**Run 1: the metal 1 layer**

The bar under the picture is 20 um long. Supply wires on this layer in grey.
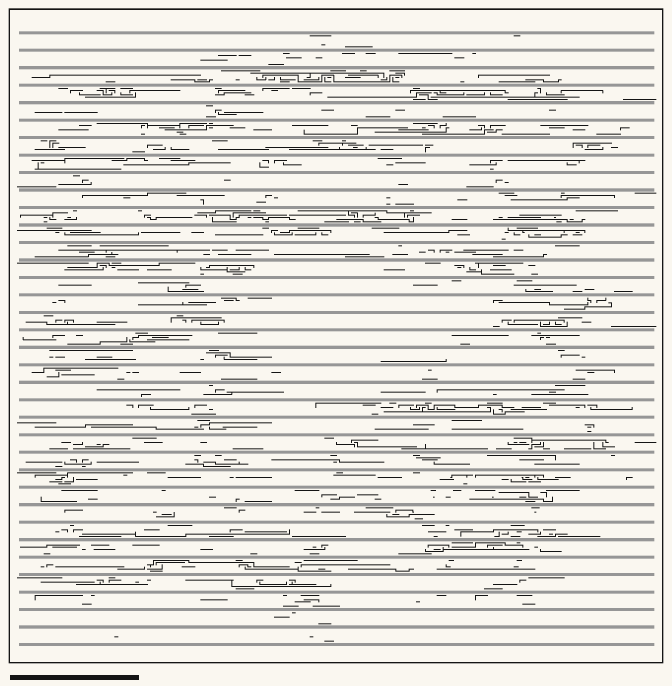
**Run 1: signal wires on met2**

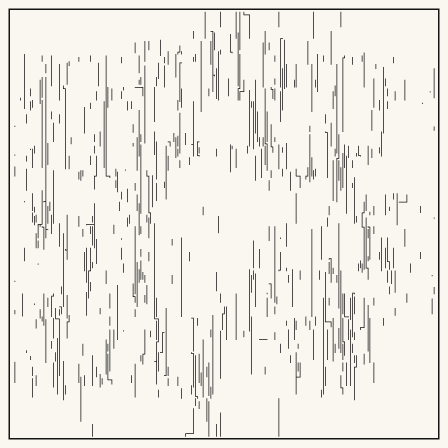
**Run 1: the metal 3 layer**

The bar under the picture is 20 um long. Cells faint in the background.
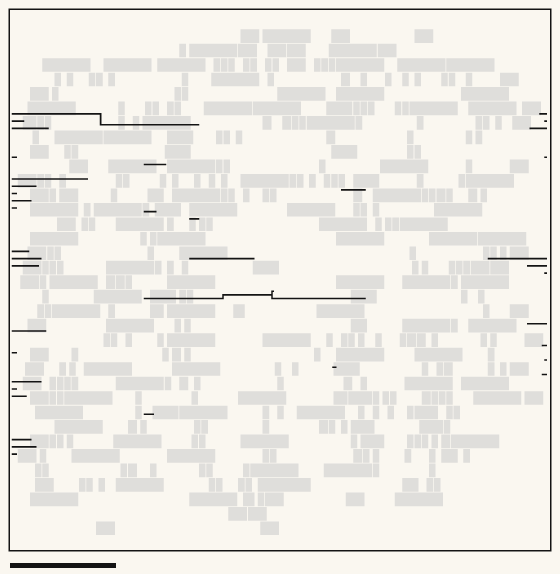
**Run 1: selected gate families**

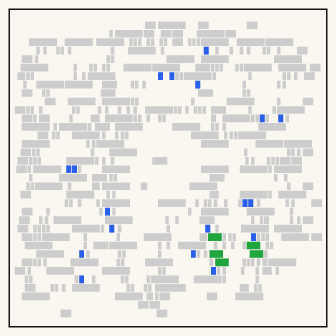
<file path="src/rtl/cnn_conv_pkg.sv">
// Shared CNN convolution helpers: window element indexing, kernel legality,
// counter sizing and default geometry.
package cnn_conv_pkg;

  localparam int unsigned DEF_KERNEL = 3;
  localparam int unsigned DEF_N      = 4;
  localparam int unsigned DEF_IMG_W  = 8;
  localparam int unsigned DEF_IMG_H  = 8;

  // Width of a counter spanning 0..depth-1, never narrower than one bit.
  function automatic int unsigned cnt_width(input int unsigned depth);
    return (depth > 1) ? $clog2(depth) : 1;
  endfunction

  localparam int unsigned DEF_COL_W = cnt_width(DEF_IMG_W);
  localparam int unsigned DEF_ROW_W = cnt_width(DEF_IMG_H);

  function automatic int unsigned win_idx(input int unsigned r, input int unsigned c,
                                          input int unsigned k);
    return r * k + c;
  endfunction

  function automatic bit kernel_legal(input int unsigned k);
    return (k == 1) || (k == 3) || (k == 5) || (k == 7);
  endfunction

endpackage

</file>
<file path="src/rtl/conv_line_buffer.sv">
// Fixed-depth, enable-gated pixel delay line; one image row of storage.
module conv_line_buffer #(
  parameter int unsigned N     = 4,
  parameter int unsigned DEPTH = 8
) (
  input  logic         clk,
  input  logic         rst,
  input  logic         i_en,
  input  logic [N-1:0] i_din,
  output logic [N-1:0] o_dout
);

  logic [N-1:0] r_mem [DEPTH];

  always_ff @(posedge clk or posedge rst) begin
    if (rst) begin
      r_mem <= '{default: '0};
    end else if (i_en) begin
      r_mem[0] <= i_din;
      for (int unsigned i = 1; i < DEPTH; i++) begin
        r_mem[i] <= r_mem[i-1];
      end
    end
  end

  assign o_dout = r_mem[DEPTH-1];

endmodule

</file>
<file path="src/rtl/conv_window_gen.sv">
// Raster-stream KxK valid-convolution window generator feeding ConvLayer_calc.
// Optional build macro: CONV_WIN_STRIDE2_EN (flag only even-offset windows).
module conv_window_gen
  import cnn_conv_pkg::*;
#(
  parameter int unsigned KERNEL = DEF_KERNEL,
  parameter int unsigned N      = DEF_N,
  parameter int unsigned IMG_W  = DEF_IMG_W,
  parameter int unsigned IMG_H  = DEF_IMG_H
) (
  input  logic                         clk,
  input  logic                         rst,
  input  logic [N-1:0]                 pix_in,
  input  logic                         pix_en,
  input  logic                         sof,
  output logic [KERNEL*KERNEL*N-1:0]   data2conv,
  output logic                         en_out
);

  localparam int unsigned CW  = cnt_width(IMG_W);
  localparam int unsigned RW  = cnt_width(IMG_H);
  localparam int unsigned KM1 = KERNEL - 1;

  if (!kernel_legal(KERNEL)) begin : g_bad_kernel
    $error("conv_window_gen: KERNEL must be 1, 3, 5 or 7");
  end
  if ((IMG_W < KERNEL) || (IMG_H < KERNEL)) begin : g_bad_image
    $error("conv_window_gen: image smaller than kernel");
  end

  logic [CW-1:0] r_col;
  logic [RW-1:0] r_row;
  logic [CW-1:0] w_col;
  logic [RW-1:0] w_row;
  logic          w_win_ok;
  logic          w_valid;
  logic          r_en_out;
  logic [N-1:0]  w_tap [KERNEL];
  logic [N-1:0]  r_win [KERNEL][KERNEL];

  // sof overrides the counters so the current pixel lands on (0,0).
  always_comb begin
    w_col = sof ? '0 : r_col;
    w_row = sof ? '0 : r_row;
  end

  if (KERNEL == 1) begin : g_k1_valid
    assign w_win_ok = 1'b1;
  end else begin : g_kn_valid
    assign w_win_ok = (w_col >= CW'(KM1)) && (w_row >= RW'(KM1));
  end

`ifdef CONV_WIN_STRIDE2_EN
  localparam logic KM1_LSB = 1'(KM1 % 2);
  assign w_valid = w_win_ok && (w_col[0] == KM1_LSB) && (w_row[0] == KM1_LSB);
`else
  assign w_valid = w_win_ok;
`endif

  always_ff @(posedge clk or posedge rst) begin
    if (rst) begin
      r_col    <= '0;
      r_row    <= '0;
      r_en_out <= 1'b0;
    end else begin
      r_en_out <= pix_en && w_valid;
      if (pix_en) begin
        if (w_col == CW'(IMG_W - 1)) begin
          r_col <= '0;
          r_row <= (w_row == RW'(IMG_H - 1)) ? '0 : w_row + 1'b1;
        end else begin
          r_col <= w_col + 1'b1;
          r_row <= w_row;
        end
      end
    end
  end

  assign w_tap[0] = pix_in;

  for (genvar gk = 1; gk < KERNEL; gk++) begin : g_lb
    conv_line_buffer #(
      .N     (N),
      .DEPTH (IMG_W)
    ) u_lb (
      .clk    (clk),
      .rst    (rst),
      .i_en   (pix_en),
      .i_din  (w_tap[gk-1]),
      .o_dout (w_tap[gk])
    );
  end

  // Rows shift left every accepted pixel, even across row wraps; only the
  // validity flag decides which of those shifted windows are presented.
  always_ff @(posedge clk or posedge rst) begin
    if (rst) begin
      r_win <= '{default: '0};
    end else if (pix_en) begin
      for (int unsigned r = 0; r < KERNEL; r++) begin
        for (int unsigned c = 0; c + 1 < KERNEL; c++) begin
          r_win[r][c] <= r_win[r][c+1];
        end
        r_win[r][KM1] <= w_tap[KM1-r];
      end
    end
  end

  for (genvar gr = 0; gr < KERNEL; gr++) begin : g_pack_r
    for (genvar gc = 0; gc < KERNEL; gc++) begin : g_pack_c
      assign data2conv[win_idx(gr, gc, KERNEL)*N +: N] = r_win[gr][gc];
    end
  end

  assign en_out = r_en_out;

endmodule

</file>
<file path="config.mk">
export PLATFORM = sky130hd
export DESIGN_NAME = conv_window_gen
export DESIGN_NICKNAME = d
export VERILOG_FILES = /design/src/rtl/cnn_conv_pkg.sv /design/src/rtl/conv_line_buffer.sv /design/src/rtl/conv_window_gen.sv
export SDC_FILE = /design/constraint.sdc
export NUM_CORES = 1
export LEC_CHECK = 0
export ABC_AREA = 1
export ABC_CLOCK_PERIOD_IN_PS = 2700
export CAP_MARGIN = 5
export CORE_UTILIZATION = 35
export CTS_CLUSTER_DIAMETER = 60
export CTS_CLUSTER_SIZE = 40
export DETAILED_ROUTE_END_ITERATION = 16
export GPL_TIMING_DRIVEN = 0
export PLACE_DENSITY = 0.54
export REMOVE_ABC_BUFFERS = 1
export SLEW_MARGIN = 10
export SYNTH_ARGS = -nofsm -noshare
export SYNTH_HDL_FRONTEND = slang
export SYNTH_SLANG_ARGS = --single-unit
</file>
<file path="constraint.sdc">
create_clock -name clk -period 2.7 [get_ports clk]
set_input_delay 0.27 -clock clk [delete_from_list [all_inputs] [get_ports clk]]
set_output_delay 0.27 -clock clk [all_outputs]
set_load 0.01 [all_outputs]
</file>
==> reports/qor.json, run 1 <==
{
  "clock_network": {
    "cts_tree": "built",
    "clock_path_buffers": 2,
    "htreeDepth": 3,
    "cts.repair_timing.setup_buffer_count": 0,
    "clk_pin_slew_ns": 0.09,
    "clk_latency_ns": 0.34,
    "cts.sinks": 83
  },
  "power_and_ir_drop": {
    "combinational_fraction_of_design_power": 0.159,
    "p_switching_mw": 0.768,
    "internal-power_mw": 2.03,
    "power.clock.fraction": 0.296,
    "ir_drop_mv": 0.264,
    "power_switching_share": 0.275
  },
  "synth": {
    "dominant_cell_area_share": 0.600,
    "yosys_warnings": 0,
    "yosys.stat.seqShare": 0.600,
    "post_synth_main_area_contributors": "sky130_fd_sc_hd__dfrtp_1 60%, sky130_fd_sc_hd__nand2_1 23%, sky130_fd_sc_hd__buf_4 6.9%",
    "synthesis.area_um2": 3460,
    "netlist.top_cell.by_area": "sky130_fd_sc_hd__dfrtp_1",
    "yosys.cell_types.count": 13,
    "syn_avg_cell_area_um2": 8.83,
    "synth_flops": 83
  },
  "setup_path": {
    "cell_chain_of_the_critical_path": "clkdlybuf4s50_1",
    "reg2reg_slack_ns": 1.33,
    "critPathSlowestCell": "sky130_fd_sc_hd__clkdlybuf4s50_1",
    "critPathMaxStageDelay_ns": 0.55,
    "setup.worst_path.class": "reg -> out",
    "critPathBufInv": 1,
    "setup.worst_path.start_class": "flop",
    "crit_required_ns": 2.43,
    "setup.worst_path.end_class": "primary output"
  },
  "place": {
    "placement.cell_area_um2": 3790,
    "place_ws_ns": 0.769,
    "dpl.hpwl_mm": 3.12,
    "gp_congestion": 0.691
  },
  "final_layout": {
    "layout_top_cells_excl_fill_tap": "214 x sky130_fd_sc_hd__nand2_1, 83 x sky130_fd_sc_hd__dfrtp_1, 43 x sky130_fd_sc_hd__clkdlybuf4s50_1",
    "logic_area_um2": 1010,
    "antennaDiodeCount": 0,
    "nets": 420,
    "post_route_cells_drive_above_1_share": 0.0485
  },
  "flow_run": {
    "max-cap-violations": 0,
    "openroad.warnings": 27
  },
  "grt": {
    "sum_of_overflow_across_all_layers_after_global_routing": 0,
    "grt_start_max_net_pins": 84,
    "global_route.usage.met2": 0.202,
    "via_count_of_the_first_global_routing_pass": 2300
  },
  "floorplan": {
    "fp.dieW_um": 101,
    "die_y_um": 101,
    "core-area_um2": 9420
  },
  "drt": {
    "post_drt_wl_per_cell_um": 10.4,
    "drtAntennaViolNets": 0,
    "detail_route.drc_violations": 0,
    "drt-initial-drc-count": 104,
    "detail_route.first_pass.iterations": 6
  },
  "timing": {
    "worst_pin_slew_ns": 0.821,
    "finalClockPeriodUsage": 0.574,
    "skew_ns": 0.0121,
    "fin_tns_setup_ns": 0,
    "max_freq_ghz": 0.645
  },
  "worst_hold_path": {
    "kind_of_path_behind_the_tightest_hold_check": "in -> async"
  },
  "outcome": {
    "status": "finished clean"
  }
}
-- 'the metal 1 layer' (at the start) --
nets with wire on the layer: 361
longest straight run: 23.5 um
main direction: horizontal
wire length on this layer: 2790 um
global routing usage on met1: 0.161
via count: 2364
total wire length after detailed routing: 5.63 mm

-- 'signal wires on met2' (at the start) --
nets with wire on the layer: 308
wire length on this layer: 2540 um
longest straight run: 38.1 um

-- 'the metal 3 layer' (at the start) --
share of all routed wire: 3.6%
main direction: horizontal
nets with wire on the layer: 32
wire length on this layer: 200 um
met3 usage: 0.0311

-- 'selected gate families' (at the start) --
[aoi and oai cells] blue | cells: 18
[fa/ha/maj cells] green | cells: 5
dominant logic cell type in the layout: sky130_fd_sc_hd__nand2_1
tally of non-filler cells in the final layout: 541
logic share of the area: 0.254

-- run 1: stage by stage --
step | hold WS [ns] | util | total power [mW]
after floorplan | 0.377 | - | 1.75
after global placement | 0.453 | 0.400 | 1.99
after detailed placement | 0.457 | 0.403 | 2.00
after CTS | 0.289 | 0.423 | 2.85
after global routing | 0.310 | 0.423 | 2.98
final | 0.285 | 0.423 | 2.79
-- run 1: area by class of cell --
cell class	instances	share of cell area
flip-flops and latches	83	0.522
multi-input cells	248	0.254
repair buffers	45	0.117
well taps	129	0.0405
clock buffers	11	0.0380
inverters	20	0.0201
clock inverters	5	0.00943
-- run 1: registers in the layout (all words and copies together), names as in the netlist --
| register | cells |
|---|---|
| g_lb.u_lb.o_dout | 8 |
| r_row | 3 |
| g_lb.u_lb.r_mem | 48 |
| en_out | 1 |
| data2conv | 20 |
| r_col | 3 |
-- run 1: kinds of logic after synthesis --
| kind of cell | Yosys count | share of synthesized area |
|---|---|---|
| AND-OR/OR-AND | 18 | 0.0260 |
| XOR/XNOR | 2 | 0.00506 |
| adder cells (fa/ha/maj) | 5 | 0.0181 |
| buffers and inverters | 61 | 0.108 |
| flip-flops | 83 | 0.600 |
| AND/OR/NAND/NOR | 223 | 0.243 |
-- run 1: metal layers --
layer / wire [um] / part of all wire
met1: 2790 / 0.50
met2: 2540 / 0.45
met3: 200 / 0.036
met4: 97 / 0.017
met5: 0 / 0
-- run 1: power groups by stage --
stage / Sequential (mW) / Clock, mW / Combinational [mW]
after floorplan: 1.57 / 0 / 0.183
after global routing: 1.55 / 0.917 / 0.510
after detailed placement: 1.55 / 0 / 0.454
final: 1.52 / 0.827 / 0.444
after global placement: 1.54 / 0 / 0.445
after CTS: 1.53 / 0.870 / 0.456
-- run 1: worst paths after layout --
path | from | end | depth (start not counted)
setup / recovery | data2conv[12]$_DFFE_PP0P_ | data2conv[12] | 1
hold / removal | rst | data2conv[16]$_DFFE_PP0P_ | 2
setup reg to reg | r_col[0]$_DFFE_PP0P_ | r_row[1]$_DFFE_PP0P_ | 9
hold reg to reg | g_lb[1].u_lb.r_mem[16]$_DFFE_PP0P_ | g_lb[1].u_lb.r_mem[16]$_DFFE_PP0P_ | 2
max in group asynchronous | rst | g_lb[1].u_lb.r_mem[16]$_DFFE_PP0P_ | 3
min in group clk | pix_in[1] | g_lb[1].u_lb.r_mem[29]$_DFFE_PP0P_ | 3
-- run 1: synthesized netlist by cell type --
master and number:
sky130_fd_sc_hd__nand2_1 214, sky130_fd_sc_hd__buf_4 32, sky130_fd_sc_hd__nand3_1 2, sky130_fd_sc_hd__o21ai_1 8, sky130_fd_sc_hd__o21ai_0 10, sky130_fd_sc_hd__nor2_1 7
sky130_fd_sc_hd__xor2_1 2, sky130_fd_sc_hd__inv_4 1, sky130_fd_sc_hd__buf_6 2, sky130_fd_sc_hd__inv_1 19, sky130_fd_sc_hd__buf_2 7, sky130_fd_sc_hd__ha_1 5
sky130_fd_sc_hd__dfrtp_1 83
## Run 2: what changed since run 1
- ABC_CLOCK_PERIOD_IN_PS: 2700 -> 1500
- clock period: 2.7 -> 1.5 ns (I/O delays scaled with it)
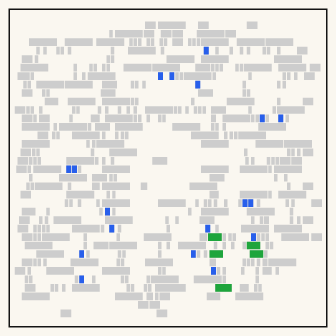
**Above:** run 2 (selected gate families).
[aoi and oai cells] blue | cells: 18
[fa/ha/maj cells] green | cells: 5

==> run 2 against run 1 <==
Effect of this change:
- global-route usage unchanged
- area after synthesis unchanged
- sequential share of layout area shrank 0.21 points
- first-iteration DRC count is 6.7% higher
- largest cell class unchanged
- largest power group unchanged
- highest routed layer unchanged
==> reports/qor.json, run 2 <==
{
  "outcome": {
    "status": "finished clean"
  },
  "synth": {
    "postSynthCellCount": 392,
    "synth-edff-count": {"value": 0, "change": "unchanged"},
    "top_cell": "sky130_fd_sc_hd__nand2_1",
    "dominant_cell_area_share": {"value": 0.600, "change": "unchanged"},
    "yosys_warnings": {"value": 0, "change": "unchanged"},
    "synthesis.area": {"value": 3460, "unit": "um2", "change": "unchanged"},
    "yosys.cell_types.count": {"value": 13, "change": "unchanged"},
    "yosys.stat.seqShare": {"value": 0.600, "change": "unchanged"},
    "synth-async-reset-ratio": {"value": 1.00, "change": "unchanged"},
    "syn_avg_cell_area": {"value": 8.83, "unit": "um2", "change": "unchanged"},
    "netlist.top_cell.by_area": "sky130_fd_sc_hd__dfrtp_1",
    "top_cells_by_count": "214 x sky130_fd_sc_hd__nand2_1, 83 x sky130_fd_sc_hd__dfrtp_1, 32 x sky130_fd_sc_hd__buf_4",
    "post_synth_main_area_contributors": "sky130_fd_sc_hd__dfrtp_1 60%, sky130_fd_sc_hd__nand2_1 23%, sky130_fd_sc_hd__buf_4 6.9%",
    "ff_type": "sky130_fd_sc_hd__dfrtp_1"
  },
  "drt": {
    "met2WireLength": {"value": 2.57, "unit": "mm", "change": "+0.98%"},
    "drtAntennaViolNets": {"value": 0, "change": "unchanged"},
    "detail_route.drc_violations": {"value": 0, "change": "unchanged"},
    "met1_length": {"value": 2.77, "unit": "mm", "change": "-0.72%"},
    "highest_metal_layer_with_signal_wires": "met4",
    "detail_route.first_pass.iterations": {"value": 6, "change": "unchanged"},
    "drt-initial-drc-count": {"value": 111, "change": "+6.7%"},
    "vias": {"value": 2375, "change": "+0.47%"},
    "post_drt_wl_per_cell": {"value": 10.4, "unit": "um", "change": "+0.23%"},
    "detail_route.wirelength": {"value": 5.65, "unit": "mm", "change": "+0.23%"},
    "route.met3.wl": {"value": 208, "unit": "um", "change": "+4.0%"}
  },
  "clock_network": {
    "clk_pin_slew": {"value": 0.09, "unit": "ns", "change": "about the same"},
    "htreeDepth": {"value": 3, "change": "unchanged"},
    "cts.sinks": {"value": 83, "change": "unchanged"},
    "clk_latency": {"value": 0.34, "unit": "ns", "change": "about the same"},
    "cts_tree": "built",
    "cts.repair_timing.setup_buffer_count": {"value": 0, "change": "unchanged"},
    "clock_path_buffers": {"value": 2, "change": "unchanged"}
  },
  "setup_path": {
    "cell_chain_of_the_critical_path": "clkdlybuf4s50_1",
    "reg2reg_slack": {"value": 0.17, "unit": "ns", "change": "-1.16 ns"},
    "critPathSlowestCell": "sky130_fd_sc_hd__clkdlybuf4s50_1",
    "setup.worst_path.start_class": "flop",
    "critPathBufInv": {"value": 1, "change": "unchanged"},
    "setup.worst_path.end_class": "primary output",
    "crit_required": {"value": 1.35, "unit": "ns", "change": "-1.08 ns"},
    "setup.worst_path.class": "reg -> out",
    "critPathMaxStageDelay": {"value": 0.55, "unit": "ns", "change": "about the same"}
  },
  "timing": {
    "finalClockPeriodUsage": 0.954,
    "skew": {"value": 0.0120, "unit": "ns", "change": "-0.0000832 ns"},
    "max_freq_ghz": 0.699,
    "hold-worst-slack": {"value": 0.165, "unit": "ns", "change": "-0.120 ns"},
    "worst_pin_slew": {"value": 0.784, "unit": "ns", "change": "-0.0371 ns"}
  },
  "floorplan": {
    "die_y": {"value": 101, "unit": "um", "change": "unchanged"},
    "core-area": {"value": 9420, "unit": "um2", "change": "unchanged"},
    "fp.dieW": {"value": 101, "unit": "um", "change": "unchanged"}
  },
  "final_layout": {
    "fin_cells": {"value": 541, "change": "unchanged"},
    "post_route_cells_drive_above_1_share": {"value": 0.0558, "change": "+0.00728"},
    "postLayoutCoreUtil": {"value": 0.425, "change": "+0.00173"},
    "largest_register_ffs": {"value": 48, "change": "unchanged"},
    "nets": {"value": 420, "change": "unchanged"},
    "layout_top_cells_excl_fill_tap": "214 x sky130_fd_sc_hd__nand2_1, 83 x sky130_fd_sc_hd__dfrtp_1, 40 x sky130_fd_sc_hd__clkdlybuf4s50_1",
    "layout_top_cell": "sky130_fd_sc_hd__nand2_1",
    "antennaDiodeCount": {"value": 0, "change": "unchanged"},
    "largest-register": "g_lb.u_lb.r_mem"
  },
  "power_and_ir_drop": {
    "power_density_nw_per_um2": 1260,
    "ir_drop": {"value": 0.476, "unit": "mV", "change": "+80%"}
  },
  "worst_hold_path": {
    "kind_of_path_behind_the_tightest_hold_check": "in -> async"
  },
  "grt": {
    "grt_start_max_net_pins": {"value": 84, "change": "unchanged"},
    "sum_of_overflow_across_all_layers_after_global_routing": {"value": 0, "change": "unchanged"},
    "via_count_of_the_first_global_routing_pass": {"value": 2300, "change": "unchanged"}
  },
  "place": {
    "dpl.hpwl": {"value": 3.12, "unit": "mm", "change": "unchanged"},
    "gp_congestion": {"value": 0.691, "change": "unchanged"}
  },
  "flow_run": {
    "max-cap-violations": {"value": 0, "change": "unchanged"},
    "openroad.warnings": {"value": 27, "change": "unchanged"}
  }
}
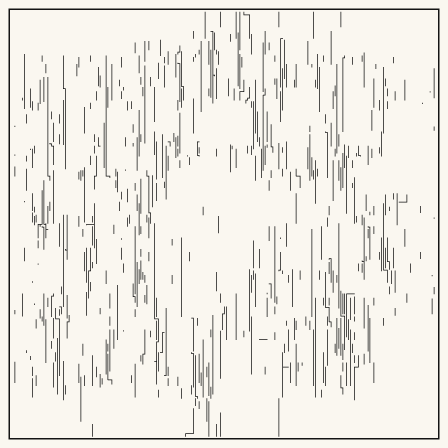
**Above:** run 2 (signal wires on met2).
nets with wire on the layer: 307
longest straight run: 28.5 um
share of all routed wire: 45%
wire length on this layer: 2570 um

## run 2: cell types whose count changed in the layout (fill, tap and decap cells not counted), sizes merged
| cell | change |
|---|---|
| clkdlybuf4s50 | -3 |
| dlymetal6s2s | +3 |
## run 2: worst paths after layout
kind                                                      end  depth (start not counted)                          startpoint
setup reg to reg                         r_row[1]$_DFFE_PP0P_                          9                r_col[0]$_DFFE_PP0P_
min in group clk           g_lb[1].u_lb.r_mem[23]$_DFFE_PP0P_                          3                              pix_en
hold reg to reg            g_lb[1].u_lb.r_mem[16]$_DFFE_PP0P_                          2  g_lb[1].u_lb.r_mem[16]$_DFFE_PP0P_
hold / removal                      data2conv[16]$_DFFE_PP0P_                          2                                 rst
max in group asynchronous  g_lb[1].u_lb.r_mem[16]$_DFFE_PP0P_                          3                                 rst
setup / recovery                                data2conv[12]                          1           data2conv[12]$_DFFE_PP0P_
## run 2: cell type report
| class | count | area, um2 | share of cell area |
|---|---|---|---|
| Sequential cell | 83 | 2080 | 0.519 |
| Multi-Input combinational cell | 248 | 1010 | 0.254 |
| Timing Repair Buffer | 45 | 477 | 0.119 |
| Tap cell | 129 | 161 | 0.0404 |
| Clock buffer | 11 | 151 | 0.0379 |
| Inverter | 20 | 80.1 | 0.0200 |
| Clock inverter | 5 | 37.5 | 0.00939 |
## run 2: kinds of logic after synthesis
group / after synthesis / share of synthesized area
buffers and inverters: 61 / 0.108
adder cells (fa/ha/maj): 5 / 0.0181
flip-flops: 83 / 0.600
XOR/XNOR: 2 / 0.00506
AND-OR/OR-AND: 18 / 0.0260
AND/OR/NAND/NOR: 223 / 0.243
## run 2: layer usage
layer | GRT usage | up-vias
met5 | 0 | -
met4 | 0.0602 | 0
met3 | 0.0311 | 10
met2 | 0.202 | 44
met1 | 0.161 | 1136
li1 | - | 1185
## run 2: metrics by stage
stage               cell area (um2)  setup TNS (ns)  power (mW)  setup WS [ns]
global placement               3770         -393.56        3.58          -2.76
global route                   4000               0        5.36        0.00266
finish                         4000               0        5.03         0.0694
CTS                            3980               0        5.13         0.0365
detailed placement             3790          -16.03        3.60         -0.311
floorplan                      3160          -65.30        3.15         -0.787
## run 2: repair_timing
item                                    4_1_cts  5_1_grt
resized                                       0        7
endpoints found under the setup margin        0       33
hold buffers                                  0        0
## run 2: where the power goes
| part | leakage (nW) | internal (mW) | switching (mW) |
|---|---|---|---|
| clock | 0.0915 | 0.695 | 0.794 |
| sequential | 1.10 | 2.55 | 0.187 |
| combinational | 0.922 | 0.398 | 0.402 |
## Run 3: what changed since run 2
- CORE_MARGIN: default -> 2
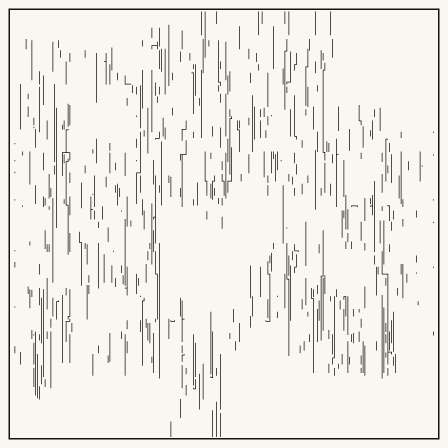
**Above:** run 3 (signal wires on met2).
nets with wire on the layer: 300
longest straight run: 32.6 um
main direction: vertical
wire length on this layer: 2370 um
share of all routed wire: 43%
GR met2 Demand/Resource: 0.174
via count: 2315
total wire length after detailed routing: 5.55 mm

==> run 3 against run 2 <==
Effect of this change:
- cell count increased by 0.74%
- largest power group unchanged
- utilization decreased by 1.1 points
- maximum frequency decreased by 0.21%
- sequential cell count unchanged
- area after synthesis unchanged
- highest routed layer unchanged
- clock skew decreased by 0.0037 ns
- clock power increased by 8%
- sequential share of layout area decreased by 0.13 points
==> reports/qor.json, run 3 <==
{
  "synth": {
    "synthesis.area": {"value": 3460, "unit": "um2", "change": "unchanged"},
    "netlist.top_cell.by_area": "sky130_fd_sc_hd__dfrtp_1",
    "ff_type": "sky130_fd_sc_hd__dfrtp_1",
    "yosys.cell_types.count": {"value": 13, "change": "unchanged"},
    "top_cells_by_count": "214 x sky130_fd_sc_hd__nand2_1, 83 x sky130_fd_sc_hd__dfrtp_1, 32 x sky130_fd_sc_hd__buf_4",
    "postSynthCellCount": {"value": 392, "change": "unchanged"},
    "synth_flops": 83,
    "top_cell": "sky130_fd_sc_hd__nand2_1",
    "ys_cells": 392,
    "yosys_warnings": {"value": 0, "change": "unchanged"},
    "syn_avg_cell_area": {"value": 8.83, "unit": "um2", "change": "unchanged"},
    "synth-edff-count": {"value": 0, "change": "unchanged"},
    "yosys.stat.seqShare": {"value": 0.600, "change": "unchanged"},
    "synth-async-reset-ratio": {"value": 1.00, "change": "unchanged"},
    "dominant_cell_area_share": {"value": 0.600, "change": "unchanged"},
    "post_synth_main_area_contributors": "sky130_fd_sc_hd__dfrtp_1 60%, sky130_fd_sc_hd__nand2_1 23%, sky130_fd_sc_hd__buf_4 6.9%",
    "yosys-stat-area_um2": 3460
  },
  "final_layout": {
    "largest-register": "g_lb.u_lb.r_mem",
    "fin_cells": {"value": 545, "change": "+0.74%"},
    "post_route_cells_drive_above_1_share": {"value": 0.0510, "change": "-0.00485"},
    "syn2layout_area_growth_pct": 15.8,
    "largest_register_ffs": {"value": 48, "change": "unchanged"},
    "layout_top_cell": "sky130_fd_sc_hd__nand2_1",
    "antennaDiodeCount": {"value": 0, "change": "unchanged"},
    "finish.instance_area": {"value": 4010, "unit": "um2", "change": "+0.25%"},
    "layout_top_cells_excl_fill_tap": "214 x sky130_fd_sc_hd__nand2_1, 83 x sky130_fd_sc_hd__dfrtp_1, 42 x sky130_fd_sc_hd__clkdlybuf4s50_1",
    "nets": {"value": 420, "change": "unchanged"}
  },
  "clock_network": {
    "htreeDepth": {"value": 3, "change": "unchanged"},
    "cts.sinks": {"value": 83, "change": "unchanged"},
    "clk_pin_slew": {"value": 0.09, "unit": "ns", "change": "about the same"},
    "gates_resized_cts_repair": {"value": 0, "change": "unchanged"},
    "cts.repair_timing.setup_buffer_count": {"value": 0, "change": "unchanged"},
    "cts_inserted_buffers": 9,
    "root_buffer": "sky130_fd_sc_hd__clkbuf_8",
    "cts_tree": "built",
    "clock_path_buffers": {"value": 2, "change": "unchanged"},
    "cts_hold_repair.buffers": {"value": 0, "change": "unchanged"},
    "clk_latency": {"value": 0.35, "unit": "ns", "change": "about the same"}
  },
  "setup_path": {
    "critical_path_peak_fanout": 3,
    "critPathArrivalTime_ns": 1.28,
    "critPathBufInv": {"value": 1, "change": "unchanged"},
    "crit_family": "buffers and inverters",
    "cell_chain_of_the_critical_path": "clkdlybuf4s50_1",
    "crit_required": {"value": 1.35, "unit": "ns", "change": "about the same"},
    "critPathSlowestCell": "sky130_fd_sc_hd__clkdlybuf4s50_1",
    "critPathMaxStageDelay": {"value": 0.55, "unit": "ns", "change": "about the same"},
    "setup.worst_path.class": "reg -> out",
    "setup.worst_path.start_class": "flop",
    "setup.worst_path.end_class": "primary output"
  },
  "floorplan": {
    "die_y": {"value": 103, "unit": "um", "change": "+2.0%"},
    "fp.dieW": {"value": 103, "unit": "um", "change": "+2.0%"},
    "die_area_um2": 10700,
    "io-pin-count": 45,
    "floorplan.rows": 36,
    "floorplan.core_util": 0.357,
    "core-area": {"value": 9680, "unit": "um2", "change": "+2.9%"}
  },
  "grt": {
    "track_usage": 0.116,
    "grt_antenna_before_repair": 0,
    "sum_of_overflow_across_all_layers_after_global_routing": {"value": 0, "change": "unchanged"},
    "grt_first_pass_wirelength_mm": 9.70,
    "via_count_of_the_first_global_routing_pass": {"value": 2153, "change": "-6.4%"},
    "grt_start_max_net_pins": {"value": 84, "change": "unchanged"}
  },
  "place": {
    "placement.cell_area": {"value": 3800, "unit": "um2", "change": "+0.13%"},
    "dpl.hpwl": {"value": 3.11, "unit": "mm", "change": "-0.32%"},
    "placed_cells": 529,
    "io_buffer_count": 44,
    "place_ws": {"value": -0.271, "unit": "ns", "change": "+0.0399 ns"},
    "gp_congestion": {"value": 0.697, "change": "+0.90%"}
  },
  "timing": {
    "finalClockPeriodUsage": {"value": 0.956, "change": "+0.00199"},
    "slew_headroom": 0.475,
    "hold-worst-slack": {"value": 0.182, "unit": "ns", "change": "+0.0174 ns"},
    "worst_pin_slew": {"value": 0.787, "unit": "ns", "change": "+0.00277 ns"},
    "final.min_clock_period_ns": 1.43,
    "fin_tns_setup": {"value": 0, "unit": "ns", "change": "unchanged"},
    "unrepaired_setup_endpoints_after_global_routing": "no",
    "slew_violations": 0,
    "setup_viol": 0,
    "final_critical_path_setup_slack": {"value": 0.0664, "unit": "ns", "change": "-0.00298 ns"},
    "max_freq": {"value": 0.698, "unit": "GHz", "change": "-0.21%"},
    "count_of_final_hold_check_violations": 0,
    "skew": {"value": 0.00828, "unit": "ns", "change": "-0.00373 ns"}
  },
  "drt": {
    "detail_route.first_pass.iterations": {"value": 5, "change": "-1"},
    "drt-initial-drc-count": {"value": 112, "change": "+0.90%"},
    "post_drt_wl_per_cell": {"value": 10.2, "unit": "um", "change": "-2.4%"},
    "detail_route.drc_violations": {"value": 0, "change": "unchanged"},
    "drtAntennaViolNets": {"value": 0, "change": "unchanged"},
    "via_per_inst": 4.25
  },
  "power_and_ir_drop": {
    "ir_drop": {"value": 0.389, "unit": "mV", "change": "-18%"},
    "power_density": {"value": 1280, "unit": "nW/um2", "change": "+2.1%"},
    "cellLeakagePower_nw": 2.08
  },
  "outcome": {
    "status": "finished clean"
  },
  "flow_run": {
    "max-cap-violations": {"value": 0, "change": "unchanged"},
    "openroad.warnings": {"value": 27, "change": "unchanged"}
  },
  "worst_hold_path": {
    "kind_of_path_behind_the_tightest_hold_check": "in -> async"
  }
}
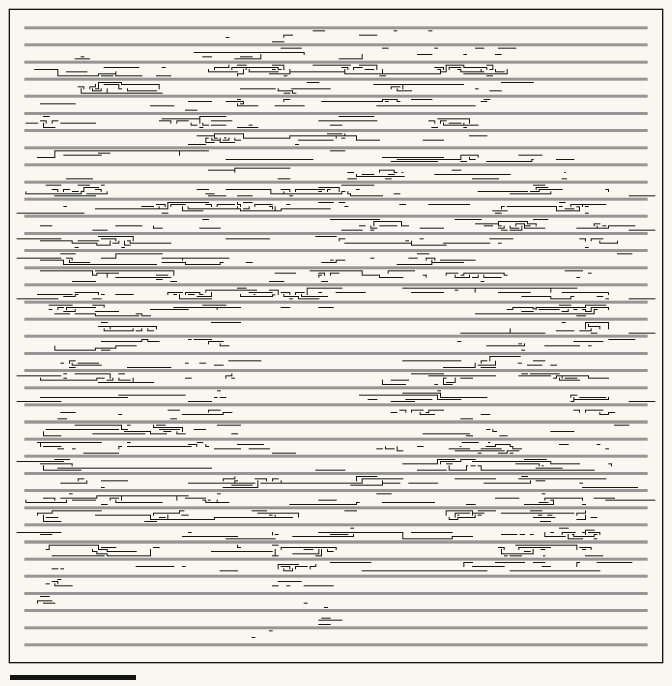
**Above:** run 3 (the metal 1 layer).
The bar under the picture is 20 um long. Supply wires on this layer in grey.
share of all routed wire: 51%
longest straight run: 27.6 um
wire length on this layer: 2830 um
nets with wire on the layer: 376
main direction: horizontal

run 3: cell counts after synthesis:
No cell type changed its count.
run 3: per-stage QoR:
step | util | total power, mW
after floorplan | - | 3.15
after global placement | 0.389 | 3.58
after detailed placement | 0.392 | 3.60
after CTS | 0.413 | 5.25
after global routing | 0.414 | 5.48
final | 0.414 | 5.15
run 3: final cells by class:
cell class | count | area [um2]
fill | 970 | 5680
sequential | 83 | 2080
multi-input combinational | 248 | 1010
timing repair buffer | 45 | 472
tap | 133 | 166
clock buffer | 9 | 124
inverter | 20 | 80.1
clock inverter | 7 | 77.6
run 3: power breakdown:
group	switching, mW	total [mW]	internal, mW
registers	0.181	2.74	2.55
logic	0.400	0.800	0.400
clock network	0.835	1.61	0.777
run 3: per-layer routing:
metal	wire length, um	vias up	global-route usage
met2	2370	42	0.174
met3	236	11	0.0296
met5	0	-	0
li1	-	1179	-
met1	2830	1083	0.155
met4	119	0	0.0577
run 3: cells by family after synthesis:
group / count (synthesis) / share of synthesized area
buffers and inverters: 61 / 0.108
xor gates and xnor gates: 2 / 0.00506
adders and majority gates: 5 / 0.0181
and+or+nand+nor: 223 / 0.243
DFF: 83 / 0.600
AOI/OAI and AO/OA: 18 / 0.0260
run 3: worst paths after layout:
| path | startpoint | to | slack (ns) | depth (start not counted) |
|---|---|---|---|---|
| worst min register to register | g_lb[2].u_lb.r_mem[17]$_DFFE_PP0P_ | g_lb[2].u_lb.r_mem[13]$_DFFE_PP0P_ | 0.47 | 2 |
| worst min-delay path | rst | data2conv[16]$_DFFE_PP0P_ | 0.18 | 2 |
| worst max register to register | r_col[0]$_DFFE_PP0P_ | r_row[1]$_DFFE_PP0P_ | 0.13 | 9 |
| max in group asynchronous | rst | g_lb[1].u_lb.r_mem[28]$_DFFE_PP0P_ | 0.74 | 3 |
| min in group clk | pix_en | g_lb[1].u_lb.r_mem[31]$_DFFE_PP0P_ | 0.25 | 3 |
| worst max-delay path | g_lb[1].u_lb.r_mem[27]$_DFFE_PP0P_ | data2conv[31] | 0.07 | 1 |
No activity file was given, so power comes from the tool's default toggle rates.
